`src/rtl/msg_schedule.sv`:
```
// msg_schedule: SHA-256 message-schedule stage.
// Takes one padded 512-bit block and streams W[0]..W[NUMBER_OF_Ks-1] one word
// per accepted cycle, using a 16-word sliding window and a single sigma adder tree.
// Optional build macro: MSG_SCHED_BSWAP_EN byte-reverses every 32-bit word at
// load time, for padding stages that pack bytes little-endian within a word.
module msg_schedule #(
    parameter int NUMBER_OF_Ks = 64,
    parameter int WORD_WIDTH   = 32
) (
    input  logic                  clk,
    input  logic                  reset,
    input  logic                  blk_valid,
    input  logic [511:0]          blk_data,
    output logic                  blk_ready,
    output logic                  w_valid,
    input  logic                  w_ready,
    output logic [WORD_WIDTH-1:0] w_data,
    output logic [5:0]            w_index,
    output logic                  done
);

    typedef enum logic [1:0] {
        IDLE = 2'd0,
        RUN  = 2'd1,
        DONE = 2'd2
    } state_t;

    localparam logic [5:0] LAST_T = 6'(NUMBER_OF_Ks - 1);

    state_t                state;
    logic [WORD_WIDTH-1:0] window [16];
    logic [5:0]            t;
    logic [WORD_WIDTH-1:0] next_word;

    // Small sigma: rotate-right 7 and 18, shift-right 3.
    function automatic logic [WORD_WIDTH-1:0] sigma0(input logic [WORD_WIDTH-1:0] x);
        return ((x >> 7)  | (x << (WORD_WIDTH - 7)))  ^
               ((x >> 18) | (x << (WORD_WIDTH - 18))) ^
               (x >> 3);
    endfunction

    // Small sigma: rotate-right 17 and 19, shift-right 10.
    function automatic logic [WORD_WIDTH-1:0] sigma1(input logic [WORD_WIDTH-1:0] x);
        return ((x >> 17) | (x << (WORD_WIDTH - 17))) ^
               ((x >> 19) | (x << (WORD_WIDTH - 19))) ^
               (x >> 10);
    endfunction

    // Word conditioning applied as the block is loaded into the window.
    function automatic logic [WORD_WIDTH-1:0] load_word(input logic [WORD_WIDTH-1:0] x);
`ifdef MSG_SCHED_BSWAP_EN
        return {x[7:0], x[15:8], x[23:16], x[31:24]};
`else
        return x;
`endif
    endfunction

    // Next schedule word entering the top of the window: W[t+16] from W[t..t+14].
    always_comb begin
        next_word = sigma1(window[14]) + window[9] + sigma0(window[1]) + window[0];
    end

    // The current word always sits at the bottom of the window; index follows t.
    assign w_data  = window[0];
    assign w_index = t;

    // Control FSM plus window/counter update; handshake outputs are registered here.
    always_ff @(posedge clk) begin
        if (reset) begin
            state     <= IDLE;
            blk_ready <= 1'b1;
            w_valid   <= 1'b0;
            done      <= 1'b0;
            t         <= 6'd0;
            for (int i = 0; i < 16; i++) begin
                window[i] <= '0;
            end
        end else begin
            case (state)
                IDLE: begin
                    if (blk_valid) begin
                        for (int j = 0; j < 16; j++) begin
                            window[j] <= load_word(blk_data[511 - 32*j -: 32]);
                        end
                        t         <= 6'd0;
                        state     <= RUN;
                        blk_ready <= 1'b0;
                        w_valid   <= 1'b1;
                    end
                end
                RUN: begin
                    if (w_ready) begin
                        if (t == LAST_T) begin
                            // Last word leaves the window untouched so it stays visible.
                            state   <= DONE;
                            w_valid <= 1'b0;
                            done    <= 1'b1;
                        end else begin
                            for (int k = 0; k < 15; k++) begin
                                window[k] <= window[k + 1];
                            end
                            window[15] <= next_word;
                            t          <= t + 6'd1;
                        end
                    end
                end
                DONE: begin
                    state     <= IDLE;
                    done      <= 1'b0;
                    blk_ready <= 1'b1;
                end
                default: begin
                    state     <= IDLE;
                    blk_ready <= 1'b1;
                    w_valid   <= 1'b0;
                    done      <= 1'b0;
                end
            endcase
        end
    end

endmodule

```
`config.mk`:
```
export PLATFORM = sky130hd
export DESIGN_NAME = msg_schedule
export DESIGN_NICKNAME = d
export VERILOG_FILES = /design/src/rtl/msg_schedule.sv
export SDC_FILE = /design/constraint.sdc
export NUM_CORES = 1
export LEC_CHECK = 0
export CAP_MARGIN = 0
export CORE_ASPECT_RATIO = 1.4
export CORE_MARGIN = 8
export CORE_UTILIZATION = 53
export CTS_BUF_LIST = sky130_fd_sc_hd__clkbuf_8
export CTS_CLUSTER_SIZE = 8
export DETAILED_ROUTE_END_ITERATION = 16
export GPL_ROUTABILITY_DRIVEN = 1
export HOLD_SLACK_MARGIN = 0.15
export PLACE_DENSITY = 0.8
export SLEW_MARGIN = 10
export SYNTH_ARGS = -nofsm -noshare
export SYNTH_HDL_FRONTEND = slang
export SYNTH_SLANG_ARGS = --single-unit
```
`constraint.sdc`:
```
create_clock -name clk -period 10.5 [get_ports clk]
set_input_delay 2.1 -clock clk [delete_from_list [all_inputs] [get_ports clk]]
set_output_delay 2.1 -clock clk [all_outputs]
set_load 0.05 [all_outputs]
```
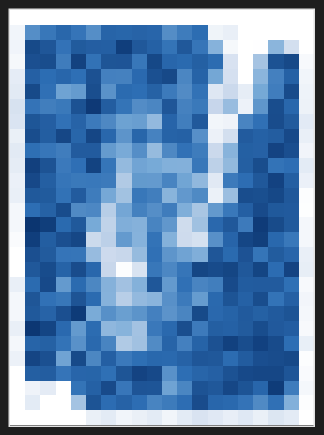
Fig. 1. Placement density heat map.
(1.5 px per um) The die is cut into 20 by 28 equal tiles; white is low, dark blue is high, 0 to 100% covered.
emptiest ninth of the die: north-east
fullest tile: 98%
tiles over 75% full: 41%

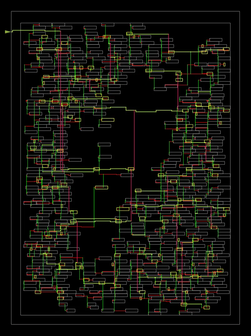
Fig. 2. Clock nets.
worst clock skew: 53.0 ps
clock insertion delay at the later pin of the skew report: 710 ps
Layout clock buffers: 83
total CTS buffers: 82

==> ci_impl_report.md <==
### Flow metrics

| Metric | Value |
|---|---|
| Crit-path max FO | `around 89` |
| Most frequent logic cell in the layout | `sky130_fd_sc_hd__clkdlybuf4s50_1` |
| # resized after CTS | `0` |
| M1 wire length | `32600 um` |
| Floorplan row count | `95` |
| Buffers on Ports | `556` |
| P&R area growth vs syn | `28.0%` |
| Cell types with the largest area share after synthesis | `sky130_fd_sc_hd__edfxtp_1, sky130_fd_sc_hd__a22o_1, sky130_fd_sc_hd__fa_1` |
| Via count | `between 15000 and 20000` |
| Largest area contributor in the netlist | `sky130_fd_sc_hd__edfxtp_1` |
| Class of the worst hold path | `reg2reg` |
| Number of H-tree levels | `3` |
| Buffer depth of the longest clock path | `3` |
| Logic share of the area | `26.8%` |
| List of cells traversed by the critical path | `clkdlybuf4s50_1, a31oi_4, buf_4, nand2_4, buf_4` |
| First-pass GRT wire length | `130000 um` |
| Count of placed standard cells in the final layout, fillers left out | `between 3000 and 4000` |
| Post-Place Cells | `2901` |
| Hold Path Cell Cnt | `2` |
| Unrepaired setup endpoints after global routing | `false` |
| Worst-path clk slew | `60 ps` |
| FF-to-FF setup slack | `5620 ps` |
| Worst Setup Path Type | `in2reg` |
| Commonest cells after routing, fill and taps aside | `sky130_fd_sc_hd__clkdlybuf4s50_1, sky130_fd_sc_hd__edfxtp_1, sky130_fd_sc_hd__a22o_1, sky130_fd_sc_hd__inv_1, sky130_fd_sc_hd__xnor2_1` |
| Post-synthesis cell type count | `67` |
| Most common cell in the synthesized netlist | `sky130_fd_sc_hd__edfxtp_1` |
| Post-detailed-route wirelength per cell | `30.1 um` |
| Most numerous cell types in the synthesized netlist | `sky130_fd_sc_hd__edfxtp_1, sky130_fd_sc_hd__a22o_1, sky130_fd_sc_hd__inv_1, sky130_fd_sc_hd__xnor2_1, sky130_fd_sc_hd__nand2_1` |
| Cell area after synthesis | `between 20000 and 30000 um2` |
| Startpoint of the lowest-slack hold path | `w_valid$_SDFFE_PP0P_` |
| Iteration-0 DRC count of the detailed router | `approximately 1900` |
| Post-route ant nets | `0` |
| Ratio of cells with drive above 1 in the final layout | `approximately 5.2%` |
| Master of the slowest instance on the critical path | `sky130_fd_sc_hd__nand2_4` |
| Diode count | `18` |
| Yosys cell count | `1864` |
| Combined area of the multi-input logic cells | `about 9000 um2` |
| Number of maximum-capacitance constraint violations | `0` |
| Final-layout worst hold slack | `474 ps` |
| Met2 WL | `46100 um` |
| Syn Area/Cell | `13.8 um2` |
| Synthesized Nets | `2474` |
| Fin. Hold Viols | `0` |
| Tool warnings | `41` |
| Die Y | `between 200 and 300 um` |
| Hpwl dp | `between 60000 and 70000 um` |
| Worst flop-to-flop path startpoint | `window[0][466]$_DFFE_PP_` |
| Starting density of the core | `53.7%` |
| EDFF count, synth | `512` |
| Fraction of synthesis flops using an asynchronous set or reset pin | `0%` |
| Part of the Yosys area used for sequential elements | `60.5%` |
| Outcome | `finished clean` |
| Routed wl met3 | `around 8700 um` |
| Flop share of the area | `47.3%` |
| Count of flip-flops and latches | `523` |
| NumNets Final | `2965` |
| Tap cell instance count | `between 600 and 700` |
| Core box area | `just under 50000 um2` |
| DR DRC count | `0` |
| Detailed-route wire length | `91900 um` |
| Top metal layer carrying routed signals | `met5` |
| X dimension of the die | `approximately 200 um` |
| Met1 track utilization from global routing | `between 30 and 40%` |
| Detailed Routing Iterations Pass 1 | `5` |
| Most common cell on crit path | `sky130_fd_sc_hd__buf_4` |
| Post-synthesis chip area from yosys | `25800 um2` |
| CP endpoint kind | `flip-flop` |
| Fin Setup TNS | `0 ps` |
| Number of logic inverters in the finished layout | `150` |
| Num Clock Sinks | `523` |
| Leakage | `12.9 nW` |
| Mapped Cells | `1864` |
| I/O pin cnt | `557` |
| Largest vdd supply drop | `0.150 mV` |
| Routed vias/inst | `about 6.1` |
| Crit path from | `reset` |
| Worst R2R End | `window[0][507]$_DFFE_PP_` |
| Warnings from Yosys | `0` |
| WP data required | `about 11000 ps` |
| Aggregate global-route resource usage | `31.8%` |
| Final tally of setup violations | `0` |
| Hold Path Sink | `w_valid$_SDFFE_PP0P_` |
| Critical path destination | `window[0][386]$_DFFE_PP_` |
| Gp weighted congestion | `0.955` |
| Setup slack of the critical path after layout | `5380 ps` |
| Period minus WS final | `5120 ps` |
| Data arrival at the endpoint of the critical path | `5400 ps` |
| Met2 usage in global routing | `a little over half` |
| CP peak stage delay | `around 760 ps` |
| Final slew viol count | `0` |
| Global route overflow | `0` |
| Final design area excluding fillers | `33000 um2` |
| Placed cell areas | `31500 um2` |
| Post-place setup slack | `~4700 ps` |
| Final worst-path cycle share | `48.7%` |
| Antenna violations before repair | `20` |
| Overall Power | `7.22 mW` |
| Number of buffers inserted by post-CTS setup repair | `0` |
==> report_power, final <==
part | switching (mW) | internal (mW) | total (mW)
registers | 0.166 | 2.56 | 2.72
clock network | 0.822 | 0.812 | 1.63
logic | 1.75 | 1.11 | 2.86
==> cells by family after synthesis <==
kind of cell | count (synthesis) | share of synthesized area (%)
AND/OR/NAND/NOR | 155 | 2.68
adder cells (fa/ha/maj) | 94 | 6.37
multiplexers | 3 | 0.117
AND-OR/OR-AND | 629 | 19.8
flip-flops | 523 | 60.5
buffers and inverters | 310 | 5.42
XOR/XNOR | 150 | 5.10
==> critical path, delay by kind of cell <==
family / cells / cell delay [ps]
simple gates: 1 / 760
buf+inv: 3 / 2140
compound gates: 1 / 260
==> state kept, by name, summed over array words and instances (netlist names) <==
name and flops:
window 512, w_index 6, state 2, blk_ready 1, done 1, w_valid 1
Power and IR drop assume default switching activity.
